**Run 1: sizing map**

(4 px per um)
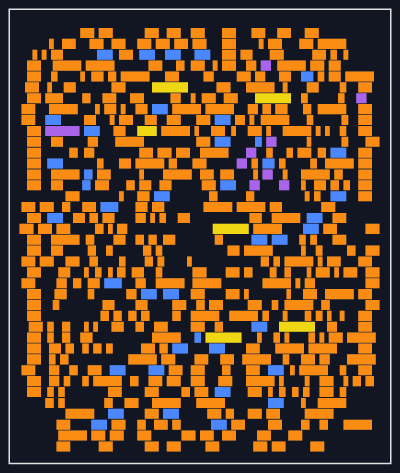
**Run 1: a small window of the routed layout**

Window x 35 to 60, y 44 to 69 um. Cells in grey, sequential cells in the stronger grey; small squares are vias.
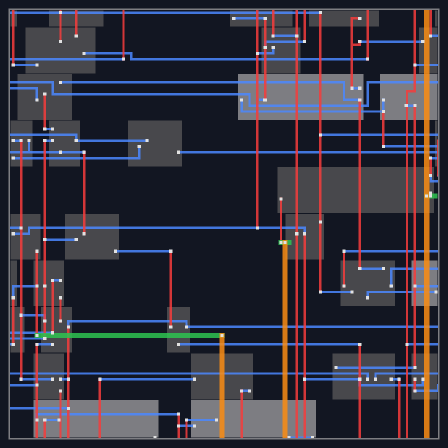
**Run 1: routing congestion**

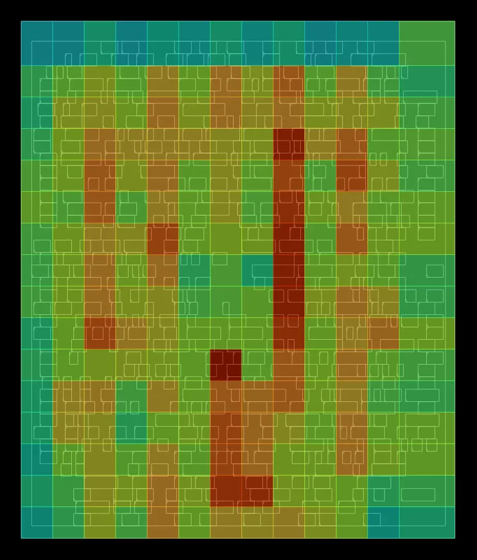
**Run 1: metal 2**

(3 px per um)
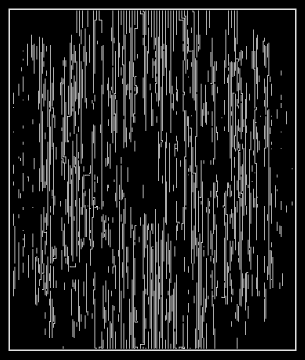
**src/rtl/cp0_timer_irq.sv**
```systemverilog
// Coprocessor-0 subset: SR/Cause/EPC/PRId with interrupt and exception entry.
// Define CP0_TIMER_IRQ_TIMER_EN to add the Count/Compare timer and its TI interrupt.
module cp0_timer_irq #(
  parameter int          NUM_HWINT = 6,
  parameter logic [31:0] PRID      = 32'h0000_0007
) (
  input  logic                 clk,
  input  logic                 reset,
  input  logic                 en,
  input  logic [4:0]           CP0Add,
  input  logic [31:0]          CP0In,
  output logic [31:0]          CP0Out,
  input  logic [31:0]          VPC,
  input  logic                 BDIn,
  input  logic [4:0]           ExcCodeIn,
  input  logic [NUM_HWINT-1:0] HWInt,
  input  logic                 EXLClr,
  output logic [31:0]          EPCOut,
  output logic                 Req
);

  localparam int IPHI = 9 + NUM_HWINT;

  logic [NUM_HWINT-1:0] im_reg;
  logic [NUM_HWINT-1:0] ip_reg;
  logic                 exl_reg;
  logic                 ie_reg;
  logic                 bd_reg;
  logic [4:0]           exccode_reg;
  logic [31:0]          epc_reg;

  logic [NUM_HWINT-1:0] ip_eff;
  logic                 ti_flag;
  logic                 int_req;
  logic                 exc_req;
  logic                 wr_en;
  logic [31:0]          epc_target;
  logic [31:0]          sr_val;
  logic [31:0]          cause_val;

`ifdef CP0_TIMER_IRQ_TIMER_EN
  logic [31:0] count_reg;
  logic [31:0] compare_reg;
  logic        ti_reg;

  assign ti_flag = ti_reg;

  // A Compare write clears TI even when the old values happen to match.
  always_ff @(posedge clk) begin
    if (!reset) begin
      count_reg   <= 32'd0;
      compare_reg <= 32'd0;
      ti_reg      <= 1'b0;
    end else begin
      if (wr_en && CP0Add == 5'd9)
        count_reg <= CP0In;
      else
        count_reg <= count_reg + 32'd1;

      if (wr_en && CP0Add == 5'd11) begin
        compare_reg <= CP0In;
        ti_reg      <= 1'b0;
      end else if (count_reg == compare_reg && compare_reg != 32'd0) begin
        ti_reg <= 1'b1;
      end
    end
  end
`else
  assign ti_flag = 1'b0;
`endif

  // TI shares the highest implemented IP line.
  for (genvar gi = 0; gi < NUM_HWINT; gi++) begin : g_ip
    if (gi == NUM_HWINT - 1) begin : g_top
      assign ip_eff[gi] = ip_reg[gi] | ti_flag;
    end else begin : g_low
      assign ip_eff[gi] = ip_reg[gi];
    end
  end

  assign int_req    = ie_reg & ~exl_reg & (|(ip_eff & im_reg));
  assign exc_req    = ~exl_reg & (ExcCodeIn != 5'd0);
  assign Req        = int_req | exc_req;
  assign wr_en      = en & ~Req;
  assign epc_target = (BDIn ? (VPC - 32'd4) : VPC) & ~32'd3;
  assign EPCOut     = (en && CP0Add == 5'd14) ? CP0In : epc_reg;

  always_ff @(posedge clk) begin
    if (!reset) begin
      im_reg      <= '0;
      ip_reg      <= '0;
      exl_reg     <= 1'b0;
      ie_reg      <= 1'b0;
      bd_reg      <= 1'b0;
      exccode_reg <= 5'd0;
      epc_reg     <= 32'd0;
    end else begin
      ip_reg <= HWInt;
      if (wr_en && CP0Add == 5'd12) begin
        im_reg  <= CP0In[IPHI:10];
        exl_reg <= CP0In[1];
        ie_reg  <= CP0In[0];
      end
      if (wr_en && CP0Add == 5'd14)
        epc_reg <= CP0In;
      if (EXLClr)
        exl_reg <= 1'b0;
      // Exception entry wins over eret and software writes in the same cycle.
      if (Req) begin
        exl_reg     <= 1'b1;
        bd_reg      <= BDIn;
        epc_reg     <= epc_target;
        exccode_reg <= int_req ? 5'd0 : ExcCodeIn;
      end
    end
  end

  always_comb begin
    sr_val           = 32'd0;
    sr_val[IPHI:10]  = im_reg;
    sr_val[1]        = exl_reg;
    sr_val[0]        = ie_reg;
    cause_val           = 32'd0;
    cause_val[31]       = bd_reg;
    cause_val[IPHI:10]  = ip_eff;
    cause_val[6:2]      = exccode_reg;
  end

  always_comb begin
    CP0Out = 32'd0;
    case (CP0Add)
      5'd12:   CP0Out = sr_val;
      5'd13:   CP0Out = cause_val;
      5'd14:   CP0Out = epc_reg;
      5'd15:   CP0Out = PRID;
`ifdef CP0_TIMER_IRQ_TIMER_EN
      5'd9:    CP0Out = count_reg;
      5'd11:   CP0Out = compare_reg;
`endif
      default: CP0Out = 32'd0;
    endcase
  end

endmodule

```
**config.mk**
```make
export PLATFORM = sky130hd
export DESIGN_NAME = cp0_timer_irq
export DESIGN_NICKNAME = d
export VERILOG_FILES = /design/src/rtl/cp0_timer_irq.sv
export SDC_FILE = /design/constraint.sdc
export NUM_CORES = 1
export LEC_CHECK = 0
export CELL_PAD_IN_SITES_DETAIL_PLACEMENT = 1
export CELL_PAD_IN_SITES_GLOBAL_PLACEMENT = 1
export CORE_ASPECT_RATIO = 1.2
export CORE_MARGIN = 2
export CORE_UTILIZATION = 32
export DETAILED_ROUTE_END_ITERATION = 8
export GPL_ROUTABILITY_DRIVEN = 1
export PLACE_DENSITY_LB_ADDON = 0.05
export SYNTH_ARGS = -nofsm -noshare
export SYNTH_HDL_FRONTEND = slang
export SYNTH_SLANG_ARGS = --single-unit
```
**constraint.sdc**
```tcl
create_clock -name clk -period 6.3 [get_ports clk]
set_input_delay 1.26 -clock clk [delete_from_list [all_inputs] [get_ports clk]]
set_output_delay 1.26 -clock clk [all_outputs]
set_load 0.01 [all_outputs]
```
==> out/results.md, run 1 <==
| Item | Reported | Unit |
| --- | --- | --- |
| Result of the run | completed | - |
| Number of instances on the worst hold path | 2 | - |
| Met2 WL | 6240 | um |
| Routed WL per cell | 19.2 | um |
| Total Power Consumption | 0.905 | mW |
| Final core utilization | 51.2 | % |
| Floorplan die width | 95.0 | um |
| Register-to-Register Setup Slack | 4.20 | ns |
| Gate family responsible for the most delay along the worst path | buffers and inverters | - |
| Routability congestion estimate | 0.812 | - |
| Stage delay of the slowest cell on the critical path | 0.90 | ns |
| Post-route non-filler standard cell count | 628 | - |
| Main kind of combinational logic by area | simple AND/OR/NAND/NOR gates | - |
| Growth of design area from synthesis to finish | 54.7 | % |
| Root buffer selected by CTS | sky130_fd_sc_hd__clkbuf_16 | - |
| Fraction of the cycle the final worst path needs | 77.2 | % |
| Post-synthesis mux area share | 13.5 | % |
| Top power group | registers | - |
| Flip-flop count of the largest register, all copies and words added | 32 | - |
| Setup Slack @ Placement | 1.44 | ns |
| Basic Gates by Area | 25.4 | % |
| Non-clock buffer share of cell area | 31.1 | % |
| Total number of multi-input combinational cells | 285 | - |
| GRT met1 Usage | 28.4 | % |
| Average instance area after synthesis | 8.66 | um2 |
| Count of filler cells inserted in the layout | 1150 | - |
| Sequential area share after synthesis | 32.7 | % |
| Quantity of gates resized following cts | 0 | - |
| Fin nets | 590 | - |
| Min-delay worst type | reg2reg | - |
| Net count after synthesis | 453 | - |
| Endpoints failing setup | 0 | - |
| Max-slew violations | 0 | - |
| Wire length of the first global-routing pass | 18900 | um |
| Reg-to-reg critical path startpoint | im_reg[2] | - |
| Count of inverters not on the clock network in the layout | 5 | - |
| Count of cell instances traversed by the critical path | 6 | - |
| Power Clock | 0.286 | mW |
| Number of unique standard cell types used by synthesis | 42 | - |
| Combined area of the multi-input logic cells | 2030 | um2 |
| End of the worst register-to-register path | exccode_reg[3] | - |
| Tightest Pin Transition | 0.705 | ns |
| Largest class | multi-input combinational cells | - |
| Detail-routed via count per cell | 5.40 | - |
| Adder-Cell Fraction of Synth Area | 0.394 | % |
| Sequence of cells on the critical path | clkdlybuf4s50_1, nor2b_2, nand3_1, buf_4, mux2_2, clkdlybuf4s50_1 | - |
| Num sequential | 52 | - |
| Most popular library cell in the synthesized design by count | sky130_fd_sc_hd__dfxtp_1 | - |
| Endpoint of the most critical setup path | EPCOut[13] | - |
| Total cells reported by yosys after synthesis | 367 | - |
| Diodes inserted | 0 | - |
| Share of post-route cells with drive strength above 1 | 11.1 | % |
| Detailed Routing Iterations Pass 1 | 4 | - |
| Placed instance count | 620 | - |
| Instance tally after logic synthesis | 367 | - |
| Number of I/O pins | 150 | - |
| IR Drop Worst-Case VDD | 0.120 | mV |
| Mapped cell area | 3180 | um2 |
| Post-DP HPWL | 9080 | um |
| Endpoint type of the worst setup path | output pin | - |
| Commonest Layout Cell | sky130_fd_sc_hd__clkdlybuf4s50_1 | - |
| Data required time at the worst endpoint | 5.04 | ns |
| Pwr/cell area | 184 | nW/um2 |
| Well-Tap Cells | 123 | - |
| Area share, top type | 32.7 | % |
| Top Layer Used | met4 | - |
| Min-Delay Startpoint | im_reg[4] | - |
| Commonest cells post-synth | sky130_fd_sc_hd__dfxtp_1 (52), sky130_fd_sc_hd__mux2_2 (32), sky130_fd_sc_hd__nor2_1 (26), sky130_fd_sc_hd__clkbuf_1 (22), sky130_fd_sc_hd__nand2_1 (21) | - |
| Synth area leader | sky130_fd_sc_hd__dfxtp_1 | - |
| Synthesis-stage register bit count | 52 | - |
| Relative contribution of the clock network to total power | 31.6 | % |
| Worst slew margin | 53.0 | % |
| H-tree level count | 2 | - |
| Launch point of the critical path | CP0Add[0] | - |
| Number of flops mapped to enable cells by yosys | 0 | - |
| Total number of vias | 3393 | - |
| Die Footprint | 10800 | um2 |
| Antenna violations before repair | 0 | - |
| Least setup slack across all paths after layout | 1.43 | ns |
| Biggest area contributors in the synthesized netlist | sky130_fd_sc_hd__dfxtp_1 (33%), sky130_fd_sc_hd__mux2_2 (11%), sky130_fd_sc_hd__o211a_1 (6.0%) | - |
| Fin crit period | 4.87 | ns |
| Clock-pin slew on the worst setup and hold paths | 0.07 | ns |
About 'sizing map':
Purple marks _3 and _4 cells, cells 9. Blue marks _2 cells, cells 41. Yellow marks _6 and larger, cells 6. Orange marks _0 and _1 cells, cells 449.

About 'a small window of the routed layout':
Red marks metal 2. Blue marks metal 1. Green marks metal 3. Orange marks metal 4.
Netlist names of flops here include `epc_reg` (3). Most frequent: dfxtp_1 (3). 21 logic cells have their middle in the window. Sequential cells in the window: 3.

About 'routing congestion':
met3 demand-to-capacity share in global routing: 3.20%
total global routing track utilization: 22.6%
GR Layer Usage met2: 40.2%

About 'metal 2':
The layer holds 52% of the routed length. 532 nets have wire on it. The wires run mostly vertical.

**Run 1: sequential cells coloured by netlist name**

(3 px per um)
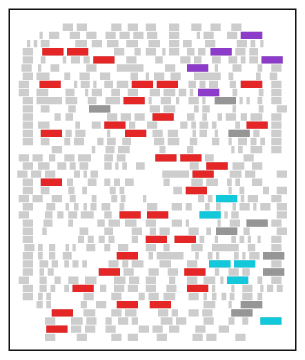

--- run 2 (diff from run 1) ---
--- a/config.mk
+++ b/config.mk
@@ -9,7 +9,7 @@
 export CELL_PAD_IN_SITES_GLOBAL_PLACEMENT = 1
 export CORE_ASPECT_RATIO = 1.2
 export CORE_MARGIN = 2
-export CORE_UTILIZATION = 32
+export CORE_UTILIZATION = 27
 export DETAILED_ROUTE_END_ITERATION = 8
 export GPL_ROUTABILITY_DRIVEN = 1
 export PLACE_DENSITY_LB_ADDON = 0.05
==> constraint.sdc (replaced) <==
create_clock -name clk -period 4.2 [get_ports clk]
set_input_delay 0.84 -clock clk [delete_from_list [all_inputs] [get_ports clk]]
set_output_delay 0.84 -clock clk [all_outputs]
set_load 0.01 [all_outputs]
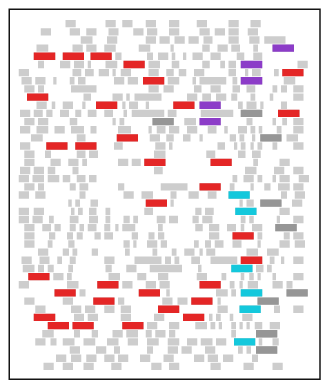
**Above:** run 2 (sequential cells coloured by netlist name).
(3 px per um)
Purple marks `exccode_reg`, flops 5, where top right. Cyan marks `im_reg`, flops 6. Red marks `epc_reg`, flops 32, where spread over the die.
Another 9 sequential cells are not coloured.
Sequential Area: 1040 um2
final core utilization: 43.9%
sequential share of cell area: 20.6%
power consumed by sequential cells: 0.555 mW

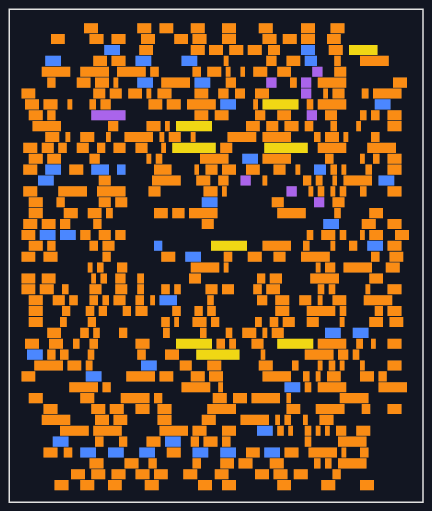
**Above:** run 2 (sizing map).
(4 px per um)
Purple marks _3 and _4 cells, cells 9. Blue marks _2 cells, cells 40. Orange marks _0 and _1 cells, cells 448. Yellow marks _6 and larger, cells 9.

==> run 2 against run 1 <==
Net effect:
- first-iteration DRC count down 52%
- critical path depth stayed put
- non-clock buffer count increased by 1
- combinational power grew 49%
- final cell count increased by 5.6%
- clock power increased by 110%
- worst hold slack worse by 0.0053 ns
- flip-flop count did not move
- die area grew 18%
- setup slack worse by 0.88 ns
==> out/results.md, run 2 <==
| Item | Reported | Unit |
| --- | --- | --- |
| Count of filler cells inserted in the layout | 1383 | - |
| Average instance area after synthesis | 8.66 | um2 |
| Fraction of the cycle the final worst path needs | 86.7 | % |
| Diodes inserted | 0 | - |
| GRT met1 Usage | 24.4 | % |
| Routed WL per cell | 18.4 | um |
| H-tree level count | 2 | - |
| Share of post-route cells with drive strength above 1 | 11.5 | % |
| Most popular library cell in the synthesized design by count | sky130_fd_sc_hd__dfxtp_1 | - |
| Flip-flop count of the largest register, all copies and words added | 32 | - |
| Fin nets | 591 | - |
| Area share, top type | 32.7 | % |
| Floorplan die width | 103 | um |
| Quantity of gates resized following cts | 0 | - |
| Wire length of the first global-routing pass | 18700 | um |
| Sequence of cells on the critical path | clkdlybuf4s50_1, buf_4, nor2b_1, a22oi_1, nor2_1, clkdlybuf4s50_1 | - |
| Least setup slack across all paths after layout | 0.557 | ns |
| End of the worst register-to-register path | exccode_reg[0] | - |
| Data required time at the worst endpoint | 3.36 | ns |
| Number of instances on the worst hold path | 1 | - |
| Combined area of the multi-input logic cells | 2030 | um2 |
| Fin crit period | 3.64 | ns |
| Endpoints failing setup | 0 | - |
| Endpoint of the most critical setup path | CP0Out[31] | - |
| Number of unique standard cell types used by synthesis | 42 | - |
| Power Clock | 0.593 | mW |
| Metal-1 WL | 5130 | um |
| Biggest area contributors in the synthesized netlist | sky130_fd_sc_hd__dfxtp_1 (33%), sky130_fd_sc_hd__mux2_2 (11%), sky130_fd_sc_hd__o211a_1 (6.0%) | - |
| Total global routing track utilization | 19.5 | % |
| Growth of design area from synthesis to finish | 59.0 | % |
| Well-Tap Cells | 157 | - |
| Setup_tns | 0 | ns |
| Clock-pin slew on the worst setup and hold paths | 0.07 | ns |
| Gate family responsible for the most delay along the worst path | buffers and inverters | - |
| Number of I/O pins | 150 | - |
| Most frequent logic cells in the routed design | sky130_fd_sc_hd__clkdlybuf4s50_1 (147), sky130_fd_sc_hd__dfxtp_1 (52), sky130_fd_sc_hd__mux2_2 (32) | - |
| Met2 WL | 6430 | um |
| Total number of vias | 3356 | - |
| Total number of multi-input combinational cells | 285 | - |
| Commonest cells post-synth | sky130_fd_sc_hd__dfxtp_1 (52), sky130_fd_sc_hd__mux2_2 (32), sky130_fd_sc_hd__nor2_1 (26), sky130_fd_sc_hd__clkbuf_1 (22), sky130_fd_sc_hd__nand2_1 (21) | - |
| Relative contribution of the clock network to total power | 39.0 | % |
| Largest class | multi-input combinational cells | - |
| Antenna violations before repair | 0 | - |
| Post-route non-filler standard cell count | 663 | - |
| Post-synthesis mux area share | 13.5 | % |
| Basic Gates by Area | 25.4 | % |
| Synth area leader | sky130_fd_sc_hd__dfxtp_1 | - |
| IR Drop Worst-Case VDD | 0.215 | mV |
| Stage delay of the slowest cell on the critical path | 0.60 | ns |
| Net count after synthesis | 453 | - |
| Min-Delay Startpoint | bd_reg | - |
| Placed instance count | 655 | - |
| Count of cell instances traversed by the critical path | 6 | - |
| Number of flops mapped to enable cells by yosys | 0 | - |
| Min-delay worst type | reg2reg | - |
| Result of the run | completed | - |
| Total Power Consumption | 1.52 | mW |
| Tightest Pin Transition | 0.710 | ns |
| Non-clock buffer share of cell area | 30.7 | % |
| Endpoint type of the worst setup path | output pin | - |
| Met3 demand-to-capacity share in global routing | 3.08 | % |
| Mapped cell area | 3180 | um2 |
| Worst slew margin | 52.3 | % |
| Instance tally after logic synthesis | 367 | - |
| Die Y-Extent | 123 | um |
| Max-slew violations | 0 | - |
| Detail-routed via count per cell | 5.06 | - |
| Adder-Cell Fraction of Synth Area | 0.394 | % |
| Detailed Routing Iterations Pass 1 | 4 | - |
| Sequential area share after synthesis | 32.7 | % |
| Synthesis-stage register bit count | 52 | - |
| Post-DP HPWL | 9130 | um |
| Combinational share of cell area | 40.2 | % |
| Count of inverters not on the clock network in the layout | 5 | - |
| GR Layer Usage met2 | 34.7 | % |
| Pwr/cell area | 301 | nW/um2 |
| Total cells reported by yosys after synthesis | 367 | - |
| Register-to-Register Setup Slack | 2.02 | ns |
Power is estimated from default activity; no workload was simulated.
